### Placement by cell class, run 1

Scale: 6 px per um. Fill, decap, tap and diode cells in grey.
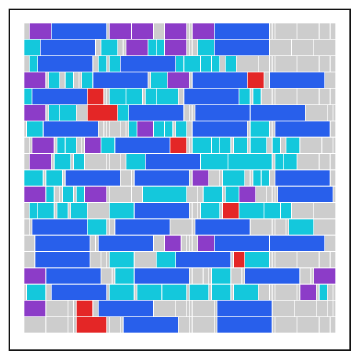
### The metal 3 layer, run 1

Scale: 8 px per um.
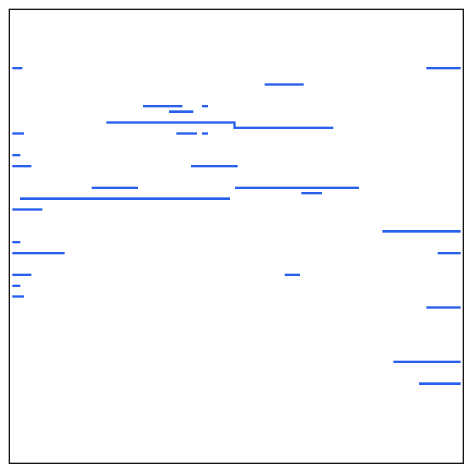
### Logic cells by family, run 1

Scale: 6 px per um.
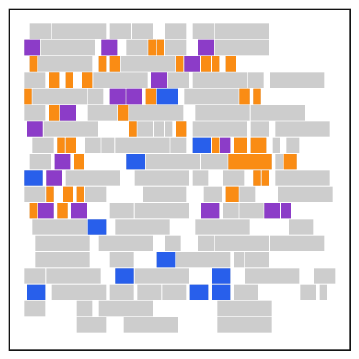
`src/rtl/serial_subtractor_pkg.sv`:
```
// Shared types and constants for the bit-serial subtractor slice.
package serial_subtractor_pkg;

  localparam int unsigned DEFAULT_WIDTH = 8;

  typedef enum logic [1:0] {
    ST_IDLE   = 2'd0,
    ST_SHIFT  = 2'd1,
    ST_FINISH = 2'd2
  } state_t;

  // Bit counter must hold WIDTH-1 without wrapping
  function automatic int unsigned cnt_width(input int unsigned w);
    return $clog2(w) + 1;
  endfunction

endpackage

```
`src/rtl/serial_subtractor_if.sv`:
```
// Start/busy/done handshake and operand/result bus of the serial subtractor.
interface serial_subtractor_if
  import serial_subtractor_pkg::*;
#(
  parameter int unsigned WIDTH = DEFAULT_WIDTH
);
  logic             start;
  logic [WIDTH-1:0] a;
  logic [WIDTH-1:0] b;
  logic             busy;
  logic             done;
  logic [WIDTH-1:0] diff;
  logic             borrow;

  modport master (output start, a, b, input busy, done, diff, borrow);
  modport slave  (input start, a, b, output busy, done, diff, borrow);
endinterface

```
`src/rtl/serial_subtractor_full_subtractor.sv`:
```
// One-bit subtractor cells; the full cell chains two half cells like the adder datapath.
module half_subtractor (
  input  logic x,
  input  logic y,
  output logic d,
  output logic bout
);
  assign d    = x ^ y;
  assign bout = ~x & y;
endmodule

module full_subtractor (
  input  logic x,
  input  logic y,
  input  logic bin,
  output logic d,
  output logic bout
);
  logic d1, b1, b2;

  half_subtractor u_hs0 (.x(x),  .y(y),   .d(d1), .bout(b1));
  half_subtractor u_hs1 (.x(d1), .y(bin), .d(d),  .bout(b2));

  assign bout = b1 | b2;
endmodule

```
`src/rtl/serial_subtractor.sv`:
```
// Bit-serial a - b, LSB first, one bit per clock through a single full-subtractor cell.
module serial_subtractor
  import serial_subtractor_pkg::*;
#(
  parameter int unsigned WIDTH = DEFAULT_WIDTH
) (
  input  logic                clk,
  input  logic                rst,
  serial_subtractor_if.slave  bus
);
  localparam int unsigned CW = cnt_width(WIDTH);

  state_t           state, state_nx;
  logic [WIDTH-1:0] sa, sb, sr;
  logic             bff;
  logic [CW-1:0]    cnt;
  logic             d, bo;
  logic             accept, last;
  logic             busy_nx, done_nx;

  full_subtractor u_fs (.x(sa[0]), .y(sb[0]), .bin(bff), .d(d), .bout(bo));

  // A start is only honoured when not shifting; FINISH allows back-to-back issue
  assign accept = bus.start && ((state == ST_IDLE) || (state == ST_FINISH));
  assign last   = (cnt == CW'(WIDTH - 1));

  always_ff @(posedge clk or posedge rst) begin
    if (rst) state <= ST_IDLE;
    else     state <= state_nx;
  end

  always_comb begin
    state_nx = state;
    case (state)
      ST_IDLE:   if (bus.start) state_nx = ST_SHIFT;
      ST_SHIFT:  if (last) state_nx = ST_FINISH;
      ST_FINISH: state_nx = bus.start ? ST_SHIFT : ST_IDLE;
      default:   state_nx = ST_IDLE;
    endcase
  end

  // Status flags decoded from the next state so they can be registered without lag
  always_comb begin
    busy_nx = 1'b0;
    done_nx = 1'b0;
    case (state_nx)
      ST_SHIFT:  busy_nx = 1'b1;
      ST_FINISH: done_nx = 1'b1;
      default: ;
    endcase
  end

  always_ff @(posedge clk or posedge rst) begin
    if (rst) begin
      bus.busy <= 1'b0;
      bus.done <= 1'b0;
    end else begin
      bus.busy <= busy_nx;
      bus.done <= done_nx;
    end
  end

  always_ff @(posedge clk or posedge rst) begin
    if (rst) begin
      sa         <= '0;
      sb         <= '0;
      sr         <= '0;
      bff        <= 1'b0;
      cnt        <= '0;
      bus.diff   <= '0;
      bus.borrow <= 1'b0;
    end else if (accept) begin
      sa  <= bus.a;
      sb  <= bus.b;
      sr  <= '0;
      bff <= 1'b0;
      cnt <= '0;
    end else if (state == ST_SHIFT) begin
      sa  <= sa >> 1;
      sb  <= sb >> 1;
      sr  <= {d, sr[WIDTH-1:1]};
      bff <= bo;
      cnt <= cnt + CW'(1);
      // Result is published only on the edge that enters FINISH
      if (last) begin
        bus.diff   <= {d, sr[WIDTH-1:1]};
        bus.borrow <= bo;
      end
    end
  end

endmodule

```
`src/flat_wrapper.sv`:
```
// flat-port wrapper written by rule: the top's interface ports become plain ports
module serial_subtractor_flat import serial_subtractor_pkg::*;
#(
  parameter int unsigned WIDTH = DEFAULT_WIDTH
)
  (clk, rst, bus_start, bus_a, bus_b, bus_busy, bus_done, bus_diff, bus_borrow);
  serial_subtractor_if #(.WIDTH(WIDTH)) bus_i ();
  input  logic clk;
  input  logic rst;
  input wire logic [$bits(bus_i.start)-1:0] bus_start;
  input wire logic [$bits(bus_i.a)-1:0] bus_a;
  input wire logic [$bits(bus_i.b)-1:0] bus_b;
  output wire logic [$bits(bus_i.busy)-1:0] bus_busy;
  output wire logic [$bits(bus_i.done)-1:0] bus_done;
  output wire logic [$bits(bus_i.diff)-1:0] bus_diff;
  output wire logic [$bits(bus_i.borrow)-1:0] bus_borrow;
  assign bus_i.start = bus_start;
  assign bus_i.a = bus_a;
  assign bus_i.b = bus_b;
  assign bus_busy = bus_i.busy;
  assign bus_done = bus_i.done;
  assign bus_diff = bus_i.diff;
  assign bus_borrow = bus_i.borrow;
  serial_subtractor #(.WIDTH(WIDTH)) u_core (.clk(clk), .rst(rst), .bus(bus_i));
endmodule
```
`config.mk`:
```
export PLATFORM = sky130hd
export DESIGN_NAME = serial_subtractor_flat
export DESIGN_NICKNAME = d
export VERILOG_FILES = /design/src/rtl/serial_subtractor_pkg.sv /design/src/rtl/serial_subtractor_if.sv /design/src/rtl/serial_subtractor_full_subtractor.sv /design/src/rtl/serial_subtractor.sv /design/src/flat_wrapper.sv
export SDC_FILE = /design/constraint.sdc
export NUM_CORES = 1
export LEC_CHECK = 0
export CAP_MARGIN = 30
export CORE_MARGIN = 2
export CORE_UTILIZATION = 61
export CTS_CLUSTER_DIAMETER = 150
export DETAILED_ROUTE_END_ITERATION = 6
export DONT_BUFFER_PORTS = 1
export HOLD_SLACK_MARGIN = 0.05
export PLACE_DENSITY = 0.77
export SKIP_LAST_GASP = 1
export SLEW_MARGIN = 20
export SYNTH_ARGS = -nofsm -noshare
export SYNTH_HDL_FRONTEND = slang
export SYNTH_SLANG_ARGS = --single-unit
```
`constraint.sdc`:
```
create_clock -name clk -period 1.9 [get_ports clk]
set_clock_uncertainty 0.2 [all_clocks]
set_input_delay 0.38 -clock clk [delete_from_list [all_inputs] [get_ports clk]]
set_output_delay 0.38 -clock clk [all_outputs]
set_load 0.01 [all_outputs]
```
==> job_summary.md, run 1 <==
### Yosys + OpenROAD results

| Metric | Value |
|---|---|
| Status | finished, final reports clean |
| FP Rows | 19 |
| Resize count post-CTS | 0 |
| Cell accounting for the most synthesized area | dfrtp_1 |
| Initial antenna violation count | 0 |
| I/O pins | 30 |
| Post-layout min period | 1.69 ns |
| Via/cell ratio | 6.19 |
| Post-route DRC | 0 |
| Core ar. | ~0.0027 sq mm |
| Placed standard-cell area | 0.00171 sq mm |
| YS chip area | 0.00169 sq mm |
| Layer with the highest usage | met2 |
| Vias in the first global route | about 1100 |
| Setup CP Type | register to register |
| Worst Hold Class | primary input to register |
| Met2 WL post-DR | 1610 um |
| Synthesized area | roughly 0.0017 sq mm |
| Async S/R FF share, synth | 100% |
| Number of distinct library cells after synthesis | 28 |
| Worst slew pin tran | 0.671 ns |
| Metal1 wirelength | ~1400 um |
| Share of cells above drive strength 1 | between 10% and 20% |
| P_int | between 1.5 and 2 mW |
| Crit share post-route | approximately 90% |
| # diodes | 0 |
| Slowest cell on the critical path | dfrtp_1 |
| Crit. Startpoint | u_core.state[0] |
| Ys cells | 136 |
| Worst setup margin | between 0.2 and 0.25 ns |
| Syn_nets | between 150 and 200 |
| Combinational power | roughly 1.1 mW |
| Clock power share | 15.6% |
| CP arrival | roughly 1.8 ns |
| Core Util at FP | approximately 63% |
| Most popular library cell in the synthesized design by count | dfrtp_1 |
| Reg2Reg Setup Slack | around 0.21 ns |
| Pwr dens | roughly 1600 mW/mm^2 |
| Worst path cell trace | nor2b_2 > buf_4 > nor2_2 > a22o_1 |
| CP Capture Type | register |
| Fmax | between 500 and 600 MHz |
| Drt pass-1 iters | 5 |
| Hold Path Sink | u_core.cnt[2] |
| Total track usage | 22.4% |
| Port bufs | 0 |
| Top cells by area | dfrtp_1 61%, a22oi_1 5.8%, a22o_1 5.2% |
| Dominant flop cell | dfrtp_1 |
| CTS Hold Bufs | 17 |
| Tool Warnings | 26 |
| Clk buf depth | 2 |
| Sw Share | about 36% |
| Wire length on met3 | 151 um |
| Area delta synth->final | 15.9% |
| Pin count of the biggest net entering global routing | between 40 and 50 |
| Sw power | between 1 and 1.5 mW |
| Crit Path Max Fanout | 11 |
| Setup TNS Final | 0 ns |
| GR Util met1 | a little under 30% |
| Overflow after GRT | 0 |
| Register area | slightly above 0.001 sq mm |
| H-Tree Depth | 2 |
| CP Capture Point | u_core.sr[1] |
| Drt initial violations | 41 |
Back to the opening pictures, 'Placement by cell class':
| colour | class | cells |
|---|---|---|
| blue | sequential cells | 41 |
| red | clock drivers and dummy loads | 8 |
| purple | remaining buffers and delay cells | 24 |
| cyan | remaining logic cells | 85 |

Back to the opening pictures, 'The metal 3 layer':
longest straight run: 26.0 um
share of all routed wire: 4.8%
wire length on this layer: 152 um
main direction: horizontal
nets with wire on the layer: 24

Back to the opening pictures, 'Logic cells by family':
| colour | family | cells |
|---|---|---|
| blue | non-inverting ao/oa cells | 11 |
| orange | nand cells | 36 |
| purple | aoi and oai cells | 17 |
post-route insts no fill: 189
logic share of the area: 30.1%
most frequent logic cell in the layout: dfrtp_1

-- run 1: area by class of cell --
class	count	share of cell area [%]
Multi-Input combinational cell	83	30.1
Tap cell	31	1.99
Sequential cell	41	52.5
Inverter	2	0.384
Timing Repair Buffer	24	11.4
Clock buffer	7	3.33
Clock inverter	1	0.256
-- run 1: worst reg2reg max path, stage by stage (launching register included) --
cell,delay (ns)
dfrtp_1,0.44
nor2b_2,0.19
buf_4,0.17
nor2_2,0.42
a22o_1,0.22
-- run 1: kinds of logic (layout without fill, tap and decap cells) --
group / Yosys count / after routing / share of synthesized area, %
simple gates: 43 / 43 / 13.2
flops: 41 / 41 / 60.9
compound gates: 28 / 28 / 13.1
buf+inv: 12 / 34 / 4.38
mux: 9 / 9 / 5.94
fa+ha+maj: 2 / 2 / 1.93
xor+xnor: 1 / 1 / 0.520
==> run 1 -> run 2 <==
--- a/config.mk
+++ b/config.mk
@@ -9,9 +9,9 @@
 export CORE_MARGIN = 2
 export CORE_UTILIZATION = 61
 export CTS_CLUSTER_DIAMETER = 150
+export CTS_CLUSTER_SIZE = 14
 export DETAILED_ROUTE_END_ITERATION = 6
 export DONT_BUFFER_PORTS = 1
-export HOLD_SLACK_MARGIN = 0.05
 export PLACE_DENSITY = 0.77
 export SKIP_LAST_GASP = 1
 export SLEW_MARGIN = 20
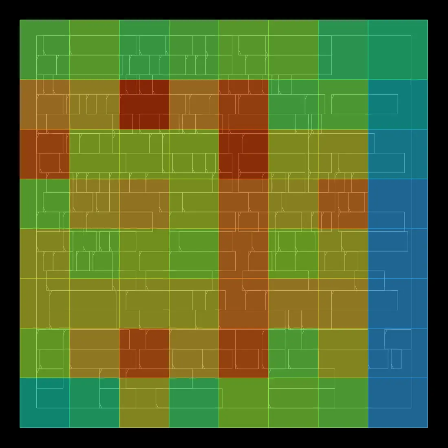
*Congestion heat map, run 2*
layer with the highest usage: met2
Layout Utilization: 72.7%
total track usage: 22.4%
met2 Use GR: 34.1%
GR Util met1: 29.4%

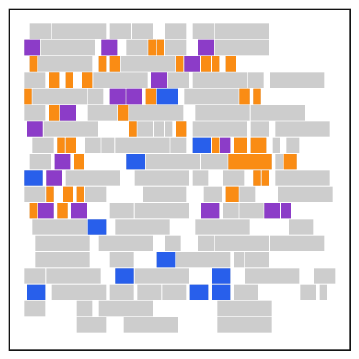
*Logic cells by family, run 2*
Scale: 6 px per um.
| colour | family | cells |
|---|---|---|
| blue | non-inverting ao/oa cells | 11 |
| purple | aoi and oai cells | 17 |
| orange | nand cells | 36 |

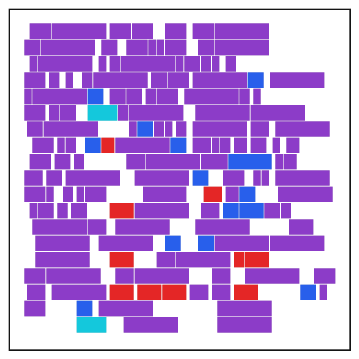
*Sizing map, run 2*
Scale: 6 px per um.
| colour | size | cells | share |
|---|---|---|---|
| cyan | x6 and larger | 2 | 1.3% |
| red | x2 | 10 | 6.3% |
| blue | x3 and x4 | 14 | 8.9% |
| purple | x1 and smaller | 132 | 84% |
area delta synth->final: 15.9%
bufs w/o clock: 24
post-route cell area: 0.00195 sq mm
worst setup margin: 0.214 ns

==> job_summary.md, run 2 <==
### Yosys + OpenROAD results

| Metric | Value |
|---|---|
| Status | finished, final reports clean |
| Initial antenna violation count | 0 |
| Core Util at FP | a little over three fifths |
| CP Capture Point | u_core.sr[1] |
| Post-layout min period | roughly 1.7 ns |
| Top cells by area | dfrtp_1 61%, a22oi_1 5.8%, a22o_1 5.2% |
| Core ar. | approximately 0.0027 sq mm |
| CTS tree | built |
| CP arrival | 1.77 ns |
| CTS Hold Bufs | 17 |
| Sw power | between 1 and 1.5 mW |
| YS chip area | roughly 0.0017 sq mm |
| # diodes | 0 |
| Cell accounting for the most synthesized area | dfrtp_1 |
| Wire length on met3 | around 150 um |
| Most popular library cell in the synthesized design by count | dfrtp_1 |
| Fmax | slightly below 600 MHz |
| Drt pass-1 iters | 5 |
| Overflow after GRT | 0 |
| Syn_nets | approximately 160 |
| I/O pins | 30 |
| Setup TNS Final | 0 ns |
| Pin count of the biggest net entering global routing | approximately 42 |
| Slowest cell on the critical path | dfrtp_1 |
| Global-route wire length before repair | approximately 5300 um |
| Crit share post-route | approximately nine tenths |
| Number of distinct library cells after synthesis | 28 |
| Placed standard-cell area | roughly 0.0017 sq mm |
| Combinational power | approximately 1.1 mW |
| Hold Path Sink | u_core.cnt[2] |
| FP Rows | 19 |
| Post-route DRC | 0 |
| Async S/R FF share, synth | 100% |
| Crit. Startpoint | u_core.state[0] |
| Crit Path Max Fanout | 11 |
| Reg2Reg Setup Slack | 0.21 ns |
| Dominant flop cell | dfrtp_1 |
| Max rail drop VDD | about 0.0012 V |
| P_int | 1.97 mW |
| Xor+xnor area frac | 0.520% |
| Mux share | under 10% |
| H-Tree Depth | 2 |
| Worst path cell trace | nor2b_2 > buf_4 > nor2_2 > a22o_1 |
| Via/cell ratio | around 6.2 |
| Clock power share | roughly 16% |
| Setup CP Type | register to register |
| Port bufs | 0 |
| Most frequent logic cell in the layout | dfrtp_1 |
| Ao+oa area frac | between 10% and 20% |
| Main logic family | simple AND/OR/NAND/NOR gates |
| Sw Share | 36.4% |
| Metal1 wirelength | 1360 um |
| CP Capture Type | register |
| Met2 WL post-DR | ~1600 um |
| Ys cells | 136 |
| Tool Warnings | 26 |
| Drt initial violations | a little over 40 |
| Clk buf depth | 2 |
| RSZ-0062 raised after global routing | false |
| Worst slew pin tran | between 0.6 and 0.7 ns |
run 2: per-stage QoR:
step / power [mW] / utilization (%) / worst slack [ns] / instances
floorplan: 2.36 / - / 0.368 / 136
global placement: 2.53 / 63.8 / 0.286 / 164
detailed placement: 2.59 / 63.8 / 0.233 / 164
CTS: 3.10 / 72.7 / 0.212 / 189
global route: 3.32 / 72.7 / 0.137 / 189
finish: 3.09 / 72.7 / 0.214 / 189
run 2: kinds of logic after synthesis:
kind of cell / Yosys count
fa+ha+maj: 2
buf+inv: 12
compound gates: 28
simple gates: 43
flops: 41
mux: 9
xor+xnor: 1
run 2: area by class of cell:
type                       count  area, sq um
sequential                    41         1030
fill                         189          733
multi-input combinational     83          588
timing repair buffer          24          223
clock buffer                   7         65.1
tap                           31         38.8
inverter                       2         7.51
clock inverter                 1         5.00
Power and IR drop assume default switching activity.
